## config.mk

```make
export PLATFORM = sky130hd
export DESIGN_NAME = mem_store_proc
export DESIGN_NICKNAME = d
export VERILOG_FILES = /design/src/rtl/mem_store_proc.sv
export SDC_FILE = /design/constraint.sdc
export NUM_CORES = 1
export LEC_CHECK = 0
export CAP_MARGIN = 10
export CORE_ASPECT_RATIO = 0.5
export CORE_UTILIZATION = 40
export CTS_CLUSTER_SIZE = 20
export DETAILED_ROUTE_END_ITERATION = 6
export GPL_TIMING_DRIVEN = 1
export PLACE_DENSITY = 0.67
export RECOVER_POWER = 100
export SETUP_SLACK_MARGIN = 0.4
export SYNTH_ARGS = -nofsm -noshare
export SYNTH_HDL_FRONTEND = slang
export SYNTH_SLANG_ARGS = --single-unit
export TNS_END_PERCENT = 30
```

## constraint.sdc

```tcl
create_clock -name i_clk -period 5.8 [get_ports i_clk]
set_input_delay 1.16 -clock i_clk [delete_from_list [all_inputs] [get_ports i_clk]]
set_output_delay 1.16 -clock i_clk [all_outputs]
set_load 0.02 [all_outputs]
```

## src/rtl/mem_store_proc.sv

```systemverilog
// Store-side lane alignment plus an in-order store buffer draining to memory over req/ack.
// Define MEM_STORE_ALIGN_EXC_EN to trap misaligned SH/SW as address errors instead of enqueuing them.
module mem_store_proc #(
  parameter int DEPTH = 2
) (
  input  logic        i_clk,
  input  logic        i_rst,
  input  logic        i_st_valid,
  output logic        o_st_ready,
  input  logic [5:0]  i_instr_op,
  input  logic [31:0] i_addr,
  input  logic [31:0] i_reg_data,
  output logic        o_mem_req,
  input  logic        i_mem_ack,
  output logic [31:0] o_mem_addr,
  output logic [31:0] o_mem_wdata,
  output logic [3:0]  o_mem_be,
  output logic        o_exc_ade,
  output logic [31:0] o_exc_badvaddr,
  output logic        o_empty
);

  localparam int aw = $clog2(DEPTH);
  localparam logic [aw:0] depth_c = DEPTH[aw:0];

  localparam logic [5:0] op_sb  = 6'h28;
  localparam logic [5:0] op_sh  = 6'h29;
  localparam logic [5:0] op_swl = 6'h2a;
  localparam logic [5:0] op_sw  = 6'h2b;
  localparam logic [5:0] op_swr = 6'h2e;

  logic [aw:0]   count;
  logic [aw-1:0] wr_ptr, rd_ptr;
  logic [31:0]   addr_q [DEPTH];
  logic [31:0]   data_q [DEPTH];
  logic [3:0]    be_q   [DEPTH];

  logic        is_store, fault, accept, push, pop;
  logic [1:0]  off, inv;
  logic [31:0] wdata_c;
  logic [3:0]  be_c;

  assign off        = i_addr[1:0];
  assign inv        = ~off;
  assign o_st_ready = !i_rst && (count < depth_c);
  assign accept     = i_st_valid && o_st_ready;
  assign o_mem_req  = (count != '0);
  assign o_empty    = (count == '0);
  assign pop        = o_mem_req && i_mem_ack;
  assign push       = accept && is_store && !fault;

  // Big-endian lanes: offset 0 is bits [31:24] and be[3].
  always_comb begin
    wdata_c  = '0;
    be_c     = '0;
    is_store = 1'b1;
    case (i_instr_op)
      op_sb: begin
        be_c    = 4'b1000 >> off;
        wdata_c = {24'h0, i_reg_data[7:0]} << {inv, 3'b000};
      end
      op_sh: begin
        if (off[1]) begin
          be_c    = 4'b0011;
          wdata_c = {16'h0, i_reg_data[15:0]};
        end else begin
          be_c    = 4'b1100;
          wdata_c = {i_reg_data[15:0], 16'h0};
        end
      end
      op_sw: begin
        be_c    = 4'b1111;
        wdata_c = i_reg_data;
      end
      op_swl: begin
        be_c    = 4'b1111 >> off;
        wdata_c = i_reg_data >> {off, 3'b000};
      end
      op_swr: begin
        be_c    = 4'b1111 << inv;
        wdata_c = i_reg_data << {inv, 3'b000};
      end
      default: is_store = 1'b0;
    endcase
  end

`ifdef MEM_STORE_ALIGN_EXC_EN
  assign fault = accept &&
                 (((i_instr_op == op_sh) && i_addr[0]) ||
                  ((i_instr_op == op_sw) && (off != 2'b00)));

  always_ff @(posedge i_clk) begin
    if (i_rst) begin
      o_exc_ade      <= 1'b0;
      o_exc_badvaddr <= '0;
    end else begin
      o_exc_ade <= fault;
      if (fault) o_exc_badvaddr <= i_addr;
    end
  end
`else
  assign fault          = 1'b0;
  assign o_exc_ade      = 1'b0;
  assign o_exc_badvaddr = '0;
`endif

  always_ff @(posedge i_clk) begin
    if (i_rst) begin
      count  <= '0;
      wr_ptr <= '0;
      rd_ptr <= '0;
    end else begin
      if (push) wr_ptr <= wr_ptr + aw'(1);
      if (pop)  rd_ptr <= rd_ptr + aw'(1);
      case ({push, pop})
        2'b10:   count <= count + (aw+1)'(1);
        2'b01:   count <= count - (aw+1)'(1);
        default: count <= count;
      endcase
    end
  end

  // Payload storage needs no reset; the outputs are masked while the buffer is empty.
  always_ff @(posedge i_clk) begin
    if (push) begin
      addr_q[wr_ptr] <= {i_addr[31:2], 2'b00};
      data_q[wr_ptr] <= wdata_c;
      be_q[wr_ptr]   <= be_c;
    end
  end

  assign o_mem_addr  = o_mem_req ? addr_q[rd_ptr] : '0;
  assign o_mem_wdata = o_mem_req ? data_q[rd_ptr] : '0;
  assign o_mem_be    = o_mem_req ? be_q[rd_ptr]   : '0;

endmodule

```

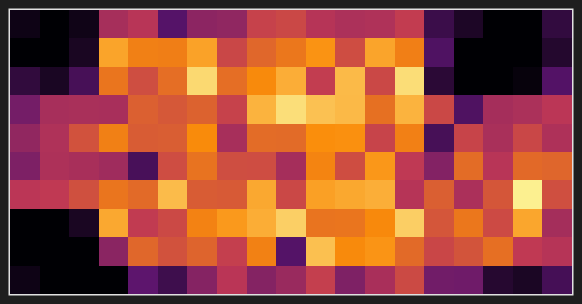
run_1/density.png
The die is cut into 19 by 10 equal tiles; black is low, pale yellow is high, 0 to 100% covered.
emptiest ninth of the die: north-east
tiles over 75% full: 16%
fullest tile: 97%
nearly empty tiles: 10%
mean over tiles: 49%
core region area: 0.01668 sq mm
fp_density: 41.71%
final core utilization: 54.00%

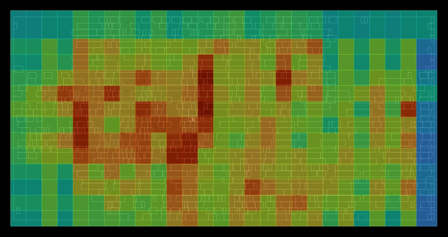
run_1/final_congestion.png
met1 Use GR: 24.71%
met3 usage: 4.748%
GRT Resource Usage Total: 18.70%

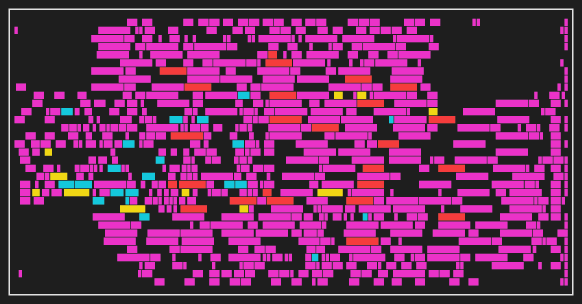
run_1/drive_strength.png
[drive 3 to 4] yellow | cells: 11
[drive 6 and up] red | cells: 25
[drive 1 or less] magenta | cells: 636
[drive 2] cyan | cells: 21
final worst-path setup slack: 1103 ps
Layout area overhead: 29.46%
non-clock buffer count: 148
final instance area: 0.009007 sq mm

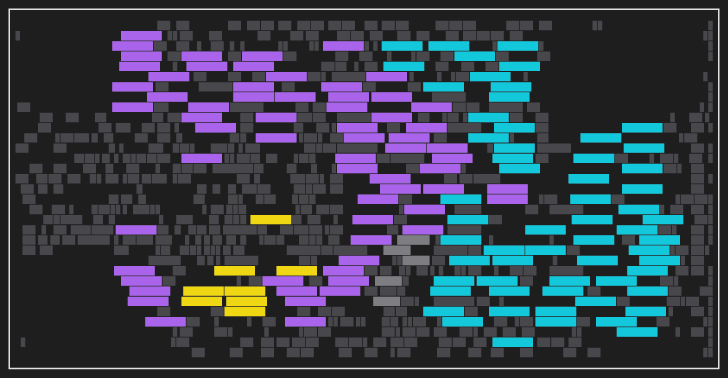
run_1/registers.png
[be_q] yellow | flops: 8
[data_q] purple | flops: 64
[addr_q] cyan | flops: 60
not colored: 5
register cell area after layout: 0.004068 sq mm
Seq power: 1.09 mW
flop share of the area: 45.16%

==> flow_metrics.env, run 1 <==
# physical design summary
export IMPL_yosys_cells=549
export IMPL_openroad_warnings=26
export IMPL_ir_worst_vdd_v=0.0001650
export IMPL_maxSlewViolCount=144
export IMPL_drtIter0Drc=358
export IMPL_ys_sh_mux_pct=13.29
export IMPL_switchingPower_mw=0.5578
export IMPL_worst_path_largest_cell_delay_ps=1490
export IMPL_reg2reg_slack_ps=2490
export IMPL_cts_tree="built"
export IMPL_fin_setup_tns_ps=0
export IMPL_synth_area_per_cell_sq_um=12.67
export IMPL_crit_required_ps=4640
export IMPL_portBuffers=142
export IMPL_synthAdderAreaFrac_pct=0.1798
export IMPL_place_congestion=0.8578
export IMPL_hold_viol=0
export IMPL_grt_overflow_total=0
export IMPL_synthSimpleGateAreaFrac_pct=10.66
export IMPL_drc=3
export IMPL_rsz0062_at_grt="false"
export IMPL_slew_limit_headroom_pct=-39.98
export IMPL_logic_family="multiplexers"
export IMPL_cp_end_kind="output port"
export IMPL_power_frac_clock_pct=44.8
export IMPL_crit_end="o_mem_wdata[3]"
export IMPL_dpl_cell_count=889
export IMPL_ios=178
export IMPL_status="finished with violations"
export IMPL_holdWs_ps=525.7
export IMPL_clock_fmax_mhz=212.9
export IMPL_dr_pass1_iters=7
export IMPL_reg2reg_to="data_q[1][27]"
export IMPL_fp_row_count=33
export IMPL_ys_sh_xor_pct=0.7373
export IMPL_ant_nets=0
export IMPL_netlist_area_sq_mm=0.006958
export IMPL_common_cells="edfxtp_1 (132), nor2_1 (88), mux2i_1 (80)"
export IMPL_switching_share_pct=23.02
export IMPL_cts_buffers=17
export IMPL_nFillCells=1422
export IMPL_synthFlopType="edfxtp_1"
export IMPL_power_density_mw_per_mm2=269.1
export IMPL_ys_warn_count=0
export IMPL_hpwlAfterDp_um=11070
export IMPL_power_leakage_nw=3.091
export IMPL_min_period_ps=4697
export IMPL_insertion_delay_ps=410
export IMPL_top_area_cell="edfxtp_1"
export IMPL_synthArstFlopShare_pct=0
export IMPL_drive_above_1_share_pct=8.225
export IMPL_grt_max_degree=68
export IMPL_grt_pass1_wl_um=25210
export IMPL_start_kind="register"
export IMPL_critPathLaunch="count[1]"
export IMPL_ff2ff_path_depth=4
export IMPL_min_path_cells=2
export IMPL_worst_path_max_fanout=67
export IMPL_tightest_slew_ps=2097
export IMPL_cp_cell_sequence="or2_2, inv_1, nor2_1, dlygate4sd3_1"
export IMPL_hp_start="count[1]"
export IMPL_maxCapViolations=4
export IMPL_yosysTopAreaCellShare_pct=56.97
export IMPL_cts_clk_slew_worst_paths_ps=60
export IMPL_yosys_stat_seqShare_pct=58.41
export IMPL_drt_wl_total_um=16500
export IMPL_edf_count=132
export IMPL_die_h_um=95.26
export IMPL_report_final_setup_viol=0
export IMPL_comb_power_share_pct=10.1
export IMPL_cts_buffer_depth=2
export IMPL_hp_class="reg -> reg"
export IMPL_die_w_um=188.5
export IMPL_h_tree_depth=4
export IMPL_final_common_cell="edfxtp_1"
export IMPL_cts_hold_buf=0
export IMPL_antenna_found_initial=0
export IMPL_nets=756
export IMPL_post_cts_setup_buffers=0
export IMPL_fin_skew_ps=8.891
export IMPL_synthCells=549
export IMPL_crit_arrival_ps=3540
export IMPL_crit_type="reg -> out"
export IMPL_fin_cells=920
export IMPL_cts_root_buf="clkbuf_16"
export IMPL_vias_per_cell=5.301
export IMPL_chip_area_sq_mm=0.01796
export IMPL_num_antenna_cells=0
export IMPL_wl_per_cell_um=17.93
export IMPL_yosysMostFrequentCell="edfxtp_1"
export IMPL_ys_types=60
export IMPL_cts_resized=0
export IMPL_lay_top_cells="edfxtp_1 (132), dlygate4sd3_1 (96), nor2_1 (89), mux2i_1 (80), clkdlybuf4s50_1 (46)"
export IMPL_synth_seq_cells=137
export IMPL_critical_path_slowest_cell="inv_1"
export IMPL_vias=4877
export IMPL_yosys_area_sq_mm=0.006958
export IMPL_min_to="count[1]"
export IMPL_intPower_mw=1.866
export IMPL_area_leaders="edfxtp_1 (57%), mux2i_1 (12%), nor2_1 (4.7%)"
export IMPL_ys_sh_aoi_pct=9.998
export IMPL_p_seq_share_pct=45.1
export IMPL_period_used_pct=80.98
export IMPL_failed_checks="design-rule violations, max-capacitance violations, max-slew violations"
export IMPL_timing_rr_start="count[1]"
export IMPL_grt_pass1_vias=4597
export IMPL_clock_sinks=137
-- run 1: cell type report --
class                      instances  area [sq um]  share of cell area [%]
clock buffer                      17         425.4                   4.723
clock inverter                    14         172.7                   1.917
inverter                           5         18.77                  0.2084
multi-input combinational        372          2555                   28.37
sequential                       137          4068                   45.16
tap                              227         284.0                   3.153
timing repair buffer             148          1484                   16.47
-- run 1: through the flow --
stage / utilization [%] / power, mW / cell area (sq um) / setup slack (ps)
final: 54.00 / 2.424 / 9007 / 1103
after global routing: 54.00 / 2.497 / 9007 / 877.2
after CTS: 54.15 / 2.448 / 9032 / 1897
after detailed placement: 50.56 / 1.366 / 8434 / 1674
after global placement: 50.56 / 1.365 / 8434 / 1744
after floorplan: - / 1.267 / 7086 / 648.5
-- run 1: power by group through the flow --
stage               registers [mW]  logic (mW)  clock network [mW]
floorplan                     1.11       0.160                   0
global placement              1.11       0.251                   0
detailed placement            1.11       0.253                   0
CTS                           1.09       0.254                1.10
global route                  1.09       0.262                1.14
finish                        1.09       0.245                1.09
-- run 1: flip-flops by register name (all words and copies together) (netlist names), named ones only --
name    cells
rd_ptr      1
addr_q     60
wr_ptr      1
count       2
data_q     64
be_q        8
-- run 1: routing by layer --
metal / part of all wire, % / wire length (um) / track usage, %
met4: 1.1 / 187 / 6.519
met2: 48 / 7845 / 30.18
met5: 0 / 0 / 0
met3: 7.0 / 1158 / 4.748
met1: 44 / 7308 / 24.71
-- run 1: critical path: cells and delay by family (launching register included) --
family        cells  cell delay [ps]
buf+inv           2             2250
flops             1              340
simple gates      2              510
==> inputs of run 2 (changes only) <==
- PLACE_DENSITY: 0.67 -> 0.7
- clock period: 5.8 -> 3.9 ns (I/O delays scaled with it)
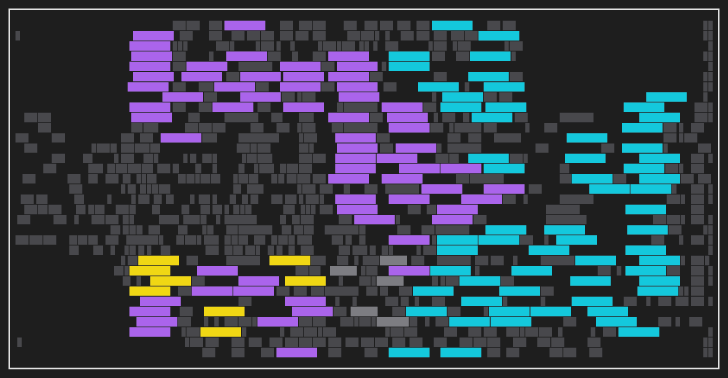
run_2/registers.png
[addr_q] cyan | flops: 60
[data_q] purple | flops: 64
[be_q] yellow | flops: 8 | where: south-west
not colored: 5
flop share of the area: 45.20%
Seq power: 1.62 mW

==> flow_metrics.env, run 2 <==
# physical design summary
export IMPL_dr_pass1_iters=5
export IMPL_wl_per_cell_um=17.41
export IMPL_area_leaders="edfxtp_1 (57%), mux2i_1 (12%), nor2_1 (4.7%)"
export IMPL_drc=0
export IMPL_tightest_slew_ps=1160
export IMPL_openroad_warnings=27
export IMPL_common_cells="edfxtp_1 (132), nor2_1 (88), mux2i_1 (80)"
export IMPL_drtIter0Drc=384
export IMPL_fin_skew_ps=10.06
export IMPL_clock_sinks=137
export IMPL_period_used_pct=86.24
export IMPL_final_area_sq_mm=0.009000
export IMPL_hp_class="reg -> reg"
export IMPL_top_regs="data_q (64), addr_q (60), be_q (8)"
export IMPL_core_area_sq_mm=0.01668
export IMPL_netlist_area_sq_mm=0.006958
export IMPL_switching_share_pct=23.21
export IMPL_placed_cell_area_sq_mm=0.008487
export IMPL_report_final_setup_viol=0
export IMPL_worst_path_largest_cell_delay_ps=750
export IMPL_drive_above_1_share_pct=9.558
export IMPL_insertion_delay_ps=410
export IMPL_pre_cts_slack_ps=694.6
export IMPL_chip_area_sq_mm=0.01796
export IMPL_crit_required_ps=3120
export IMPL_min_path_cells=2
export IMPL_yosys_stat_seqShare_pct=58.41
export IMPL_ff2ff_path_depth=4
export IMPL_lay_top_cells="edfxtp_1 (132), dlygate4sd3_1 (96), nor2_1 (88), mux2i_1 (80), clkdlybuf4s50_1 (46)"
export IMPL_grt_pass1_vias=4706
export IMPL_portBuffers=142
export IMPL_grt_overflow_total=0
export IMPL_grt_usage_pct=18.47
export IMPL_synthCells=549
export IMPL_edf_count=132
export IMPL_synthArstFlopShare_pct=0
export IMPL_yosys_area_sq_mm=0.006958
export IMPL_initCoreUtil_pct=41.71
export IMPL_cts_buffers=17
export IMPL_holdWs_ps=508.7
export IMPL_synth_seq_cells=137
export IMPL_cts_hold_buf=0
export IMPL_yosys_cells=549
export IMPL_final_common_cell="edfxtp_1"
export IMPL_die_w_um=188.5
export IMPL_hold_viol=0
export IMPL_cts_buffer_depth=2
export IMPL_fin_setup_tns_ps=0
export IMPL_fp_row_count=33
export IMPL_hpwlAfterDp_um=11240
export IMPL_intPower_mw=2.713
export IMPL_cts_root_buf="clkbuf_16"
export IMPL_power_density_mw_per_mm2=392.5
export IMPL_worst_slack_ps=536.7
export IMPL_yosysMostFrequentCell="edfxtp_1"
export IMPL_synthFlopType="edfxtp_1"
export IMPL_largest_reg_flops=64
export IMPL_hp_start="rd_ptr"
export IMPL_crit_arrival_ps=2580
export IMPL_grt_pass1_wl_um=25010
export IMPL_cp_end_kind="output port"
export IMPL_ant_nets=0
export IMPL_nets=763
export IMPL_cts_resized=0
export IMPL_cts_clk_slew_worst_paths_ps=60
export IMPL_ios=178
export IMPL_maxCapViolations=0
export IMPL_antenna_found_initial=0
export IMPL_top_area_cell="edfxtp_1"
export IMPL_clock_fmax_mhz=297.3
export IMPL_crit_type="reg -> out"
export IMPL_post_cts_setup_buffers=0
export IMPL_regMostFlops="data_q"
export IMPL_die_h_um=95.26
export IMPL_yosysTopAreaCellShare_pct=56.97
export IMPL_rsz0062_at_grt="false"
export IMPL_area_delta_synth_final_pct=29.35
export IMPL_drt_wl_total_um=16160
export IMPL_critical_path_slowest_cell="dfxtp_4"
export IMPL_dpl_cell_count=896
export IMPL_slew_limit_headroom_pct=22.17
export IMPL_ir_worst_vdd_v=0.0002800
export IMPL_worst_path_max_fanout=34
export IMPL_ys_types=60
export IMPL_start_kind="register"
export IMPL_power_mw=3.533
export IMPL_finalCoreUtilization_pct=53.95
export IMPL_grt_max_degree=42
export IMPL_status="complete, no violations"
export IMPL_num_antenna_cells=0
export IMPL_power_leakage_nw=3.114
export IMPL_cts_tree="built"
export IMPL_vias=4864
export IMPL_timing_rr_start="count[1]"
export IMPL_switchingPower_mw=0.8199
export IMPL_reg2reg_to="addr_q[1][22]"
export IMPL_fin_cells=928
export IMPL_maxSlewViolCount=0
export IMPL_reg2reg_slack_ps=1460
export IMPL_ys_warn_count=0
export IMPL_place_congestion=0.8959
export IMPL_min_period_ps=3363
export IMPL_p_seq_share_pct=45.9
export IMPL_synth_area_per_cell_sq_um=12.67
export IMPL_vias_per_cell=5.241
export IMPL_cp_cell_sequence="clkbuf_2, mux2i_1, nor2_1, dlygate4sd3_1"
export IMPL_power_frac_clock_pct=43.7
export IMPL_comb_power_share_pct=10.4
export IMPL_h_tree_depth=4
-- run 2: power groups by stage --
stage          clock, mW  combinational, mW  sequential (mW)
2_1_floorplan          0              0.238             1.65
4_1_cts             1.57              0.387             1.62
5_1_grt             1.63              0.393             1.62
6_report            1.54              0.368             1.62
3_5_place_dp           0              0.385             1.65
3_3_place_gp           0              0.382             1.65
-- run 2: area by class of cell --
type | instances | area (sq um)
timing repair buffer | 155 | 1528
fill | 1423 | 7681
inverter | 5 | 18.77
multi-input combinational | 372 | 2526
clock inverter | 14 | 146.4
tap | 227 | 284.0
sequential | 137 | 4068
clock buffer | 18 | 429.2
-- run 2: worst max path at each step --
stage	from	endpoint	slack [ps]
5_1_grt	register	o_mem_wdata[21]	390
3_3_place_gp	i_instr_op[2]	data_q[1][22]	690
2_1_floorplan	i_instr_op[4]	addr_q[0][0]	220
6_report	register	o_mem_wdata[16]	540
4_1_cts	register	o_mem_wdata[21]	650
3_5_place_dp	i_instr_op[2]	data_q[1][22]	690
-- run 2: cells by family after synthesis --
family,share of synthesized area (%)
flip-flops,58.41
other,0.05390
adder cells (fa/ha/maj),0.1798
XOR/XNOR,0.7374
buffers and inverters,6.671
AND/OR/NAND/NOR,10.66
multiplexers,13.29
AND-OR/OR-AND,9.999
-- run 2: worst max-delay path: cells and delay by family, from the launching register on --
kind	cells	cell delay, ps
and+or+nand+nor	1	50
muxes	1	260
DFF	1	750
buffers and inverters	2	1100
-- run 2: per-layer routing --
layer  vias up  share of wire (%)  track usage (%)  wire [um]
li1       2289                  -                -          -
met1      2338                 44            24.27       7037
met2       224                 49            30.82       7909
met3        13                6.6            3.570       1072
met4         0               0.85            6.653        137
met5         -                  0                0          0
==> inputs of run 3 (changes only) <==
- CORE_ASPECT_RATIO: 0.5 -> unset
- HOLD_SLACK_MARGIN: unset -> 0.1
- SETUP_SLACK_MARGIN: 0.4 -> unset
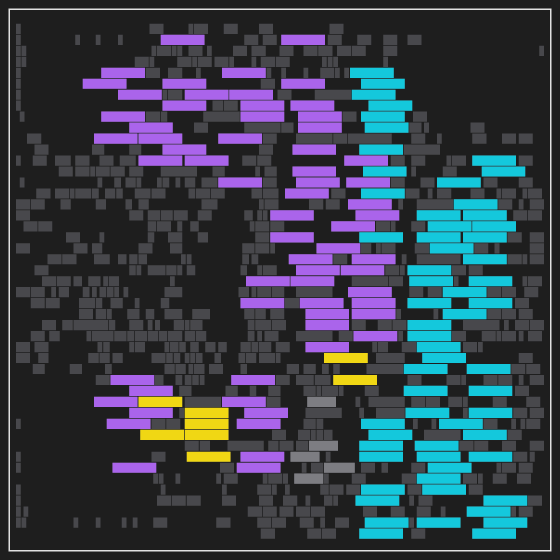
run_3/registers.png
[addr_q] cyan | flops: 60 | where: a vertical strip on the right
[be_q] yellow | flops: 8
[data_q] purple | flops: 64

==> flow_metrics.env, run 3 <==
# physical design summary
export IMPL_met2WireLength_um=8546
export IMPL_final_common_cell="edfxtp_1"
export IMPL_cp_end_kind="output port"
export IMPL_busiest_layer="met2"
export IMPL_synthCells=549
export IMPL_die_w_um=133.9
export IMPL_initCoreUtil_pct=41.52
export IMPL_status="finished with violations"
export IMPL_grt_util_met2_pct=32.24
export IMPL_yosys_area_sq_mm=0.006958
export IMPL_common_cells="edfxtp_1 (132), nor2_1 (88), mux2i_1 (80)"
export IMPL_dr_pass1_iters=5
export IMPL_reg2reg_slack_ps=1230
export IMPL_insertion_delay_ps=410
export IMPL_core_area_sq_mm=0.01676
export IMPL_vias_per_cell=5.383
export IMPL_hpwlAfterDp_um=12130
export IMPL_hp_start="rd_ptr"
export IMPL_grt_overflow_total=0
export IMPL_edf_count=132
export IMPL_grt_usage_pct=19.46
export IMPL_openroad_warnings=27
export IMPL_power_mw=3.543
export IMPL_cts_buffers=17
export IMPL_yosys_cells=549
export IMPL_cts_clk_slew_worst_paths_ps=60
export IMPL_power_density_mw_per_mm2=393.8
export IMPL_topRoutingLayerUsed="met4"
export IMPL_fin_skew_ps=5.830
export IMPL_reg2reg_to="addr_q[1][22]"
export IMPL_hp_class="reg -> reg"
export IMPL_cp_cell_sequence="buf_12, mux2i_1, nor2_1, dlygate4sd3_1"
export IMPL_failed_checks="max-capacitance violations, max-slew violations"
export IMPL_placed_cell_area_sq_mm=0.008478
export IMPL_ys_warn_count=0
export IMPL_maxSlewViolCount=9
export IMPL_h_tree_depth=4
export IMPL_fin_setup_tns_ps=0
export IMPL_timing_rr_start="count[1]"
export IMPL_crit_required_ps=3120
export IMPL_final_area_sq_mm=0.008996
export IMPL_nFillCells=1421
export IMPL_yosysMostFrequentCell="edfxtp_1"
export IMPL_antenna_found_initial=0
export IMPL_met3_usage_pct=4.875
export IMPL_drtIter0Drc=395
export IMPL_critical_path_slowest_cell="dfxtp_2"
export IMPL_area_delta_synth_final_pct=29.29
export IMPL_min_path_cells=2
export IMPL_top_regs="data_q (64), addr_q (60), be_q (8)"
export IMPL_grt_max_degree=42
export IMPL_power_leakage_nw=2.998
export IMPL_die_h_um=133.9
export IMPL_synthFlopType="edfxtp_1"
export IMPL_nets=763
export IMPL_wl_met3_um=1234
export IMPL_worst_path_largest_cell_delay_ps=1040
export IMPL_crit_arrival_ps=2700
export IMPL_cts_resized=0
export IMPL_top_area_cell="edfxtp_1"
export IMPL_chip_area_sq_mm=0.01793
export IMPL_netlist_area_sq_mm=0.006958
export IMPL_fin_cells=921
export IMPL_yosys_stat_seqShare_pct=58.41
export IMPL_slew_limit_headroom_pct=-11.23
export IMPL_place_congestion=0.9534
export IMPL_synth_area_per_cell_sq_um=12.67
export IMPL_tightest_slew_ps=1645
export IMPL_crit_type="reg -> out"
export IMPL_synth_seq_cells=137
export IMPL_portBuffers=142
export IMPL_cts_buffer_depth=2
export IMPL_clock_sinks=137
export IMPL_start_kind="register"
export IMPL_maxCapViolations=1
export IMPL_holdWs_ps=517.7
export IMPL_ff2ff_path_depth=4
export IMPL_drive_above_1_share_pct=9.558
export IMPL_finalCoreUtilization_pct=53.68
export IMPL_grt_pass1_vias=4893
export IMPL_post_cts_setup_buffers=0
export IMPL_yosysTopAreaCellShare_pct=56.97
export IMPL_regMostFlops="data_q"
export IMPL_fp_row_count=47
export IMPL_drt_wl_total_um=17150
export IMPL_grt_pass1_wl_um=26290
export IMPL_rsz0062_at_grt="false"
export IMPL_worst_path_max_fanout=34
export IMPL_num_antenna_cells=0
export IMPL_pre_cts_slack_ps=792.0
export IMPL_dpl_cell_count=889
export IMPL_grt_util_met1_pct=24.51
export IMPL_wl_met1_um=7073
export IMPL_largest_reg_flops=64
export IMPL_wl_per_cell_um=18.62
export IMPL_lay_top_cells="edfxtp_1 (132), nor2_1 (87), mux2i_1 (80), clkdlybuf4s50_1 (74), dlygate4sd3_1 (68)"
export IMPL_area_leaders="edfxtp_1 (57%), mux2i_1 (12%), nor2_1 (4.7%)"
export IMPL_vias=4958
export IMPL_cts_hold_buf=0
export IMPL_report_final_setup_viol=0
export IMPL_worst_slack_ps=420.3
export IMPL_min_period_ps=3480
export IMPL_synthArstFlopShare_pct=0
export IMPL_period_used_pct=89.22
export IMPL_ys_types=60
export IMPL_drc=0
export IMPL_ios=178
export IMPL_ant_nets=0
export IMPL_cts_tree="built"
export IMPL_ir_worst_vdd_v=0.0003233
export IMPL_clock_fmax_mhz=287.4
export IMPL_cts_root_buf="clkbuf_16"
export IMPL_hold_viol=0
## run 3: cell counts after synthesis
No cell type changed its count.
## run 3: how the worst max path moves through the flow
stage,start,end,slack (ps),cells after the start
3_5_place_dp,i_rst,data_q[0][13],790,5
3_3_place_gp,i_rst,data_q[1][5],840,5
6_report,register,o_mem_addr[24],420,4
2_1_floorplan,i_instr_op[4],addr_q[0][0],-870,4
4_1_cts,count[1],o_mem_wdata[19],630,5
5_1_grt,register,o_mem_addr[24],280,4
## run 3: final cells by class
type	instances	area (sq um)	share of cell area, %
Sequential cell	137	4065	45.19
Multi-Input combinational cell	372	2530	28.12
Timing Repair Buffer	155	1528	16.98
Clock buffer	18	429.2	4.771
Tap cell	220	275.3	3.060
Clock inverter	14	150.1	1.669
Inverter	5	18.77	0.2086
## run 3: cell families (layout without fill, tap and decap cells)
| kind of cell | Yosys count | count (layout) | synth area share [%] |
|---|---|---|---|
| AND/OR/NAND/NOR | 150 | 150 | 10.66 |
| adder cells (fa/ha/maj) | 1 | 1 | 0.1798 |
| buffers and inverters | 74 | 192 | 6.671 |
| AND-OR/OR-AND | 90 | 90 | 9.999 |
| multiplexers | 91 | 91 | 13.29 |
| other | 1 | 35 | 0.05390 |
| flip-flops | 137 | 137 | 58.41 |
| XOR/XNOR | 5 | 5 | 0.7374 |
## run 3: critical path, delay by kind of cell (launching register included)
family | cells | cell delay (ps)
buffers and inverters | 2 | 970
multiplexers | 1 | 210
flip-flops | 1 | 1040
AND/OR/NAND/NOR | 1 | 50
## run 3: report_power, final
part | switching (mW) | internal, mW | total, mW
Clock | 0.601 | 0.943 | 1.54
Sequential | 0.00767 | 1.61 | 1.62
Combinational | 0.217 | 0.160 | 0.378

==> screenshots <==
Placement by cell class.
shot_01.png
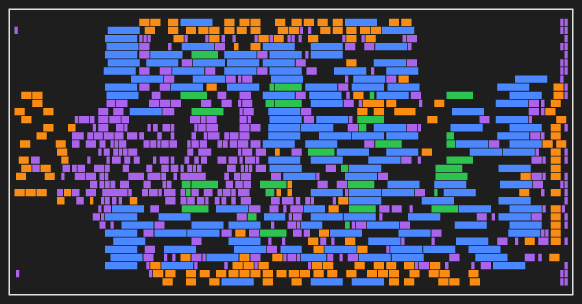
shot_02.png
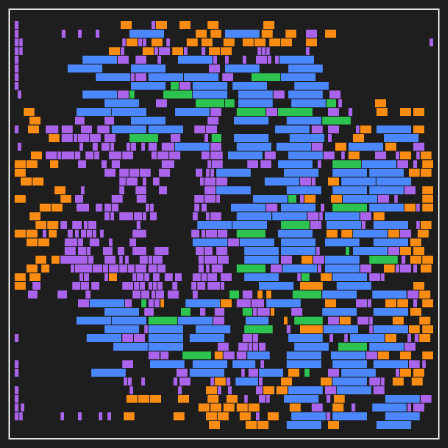
shot_02.png: run 3
shot_01.png: run 2

Key to shot_01.png:
[other buffers and delay cells] orange | cells: 155
[flip-flops] blue | cells: 137
[all other logic] purple | cells: 377
[clock drivers and dummy loads] green | cells: 32

Power figures rest on the tool's default switching activity, not on a simulated workload.
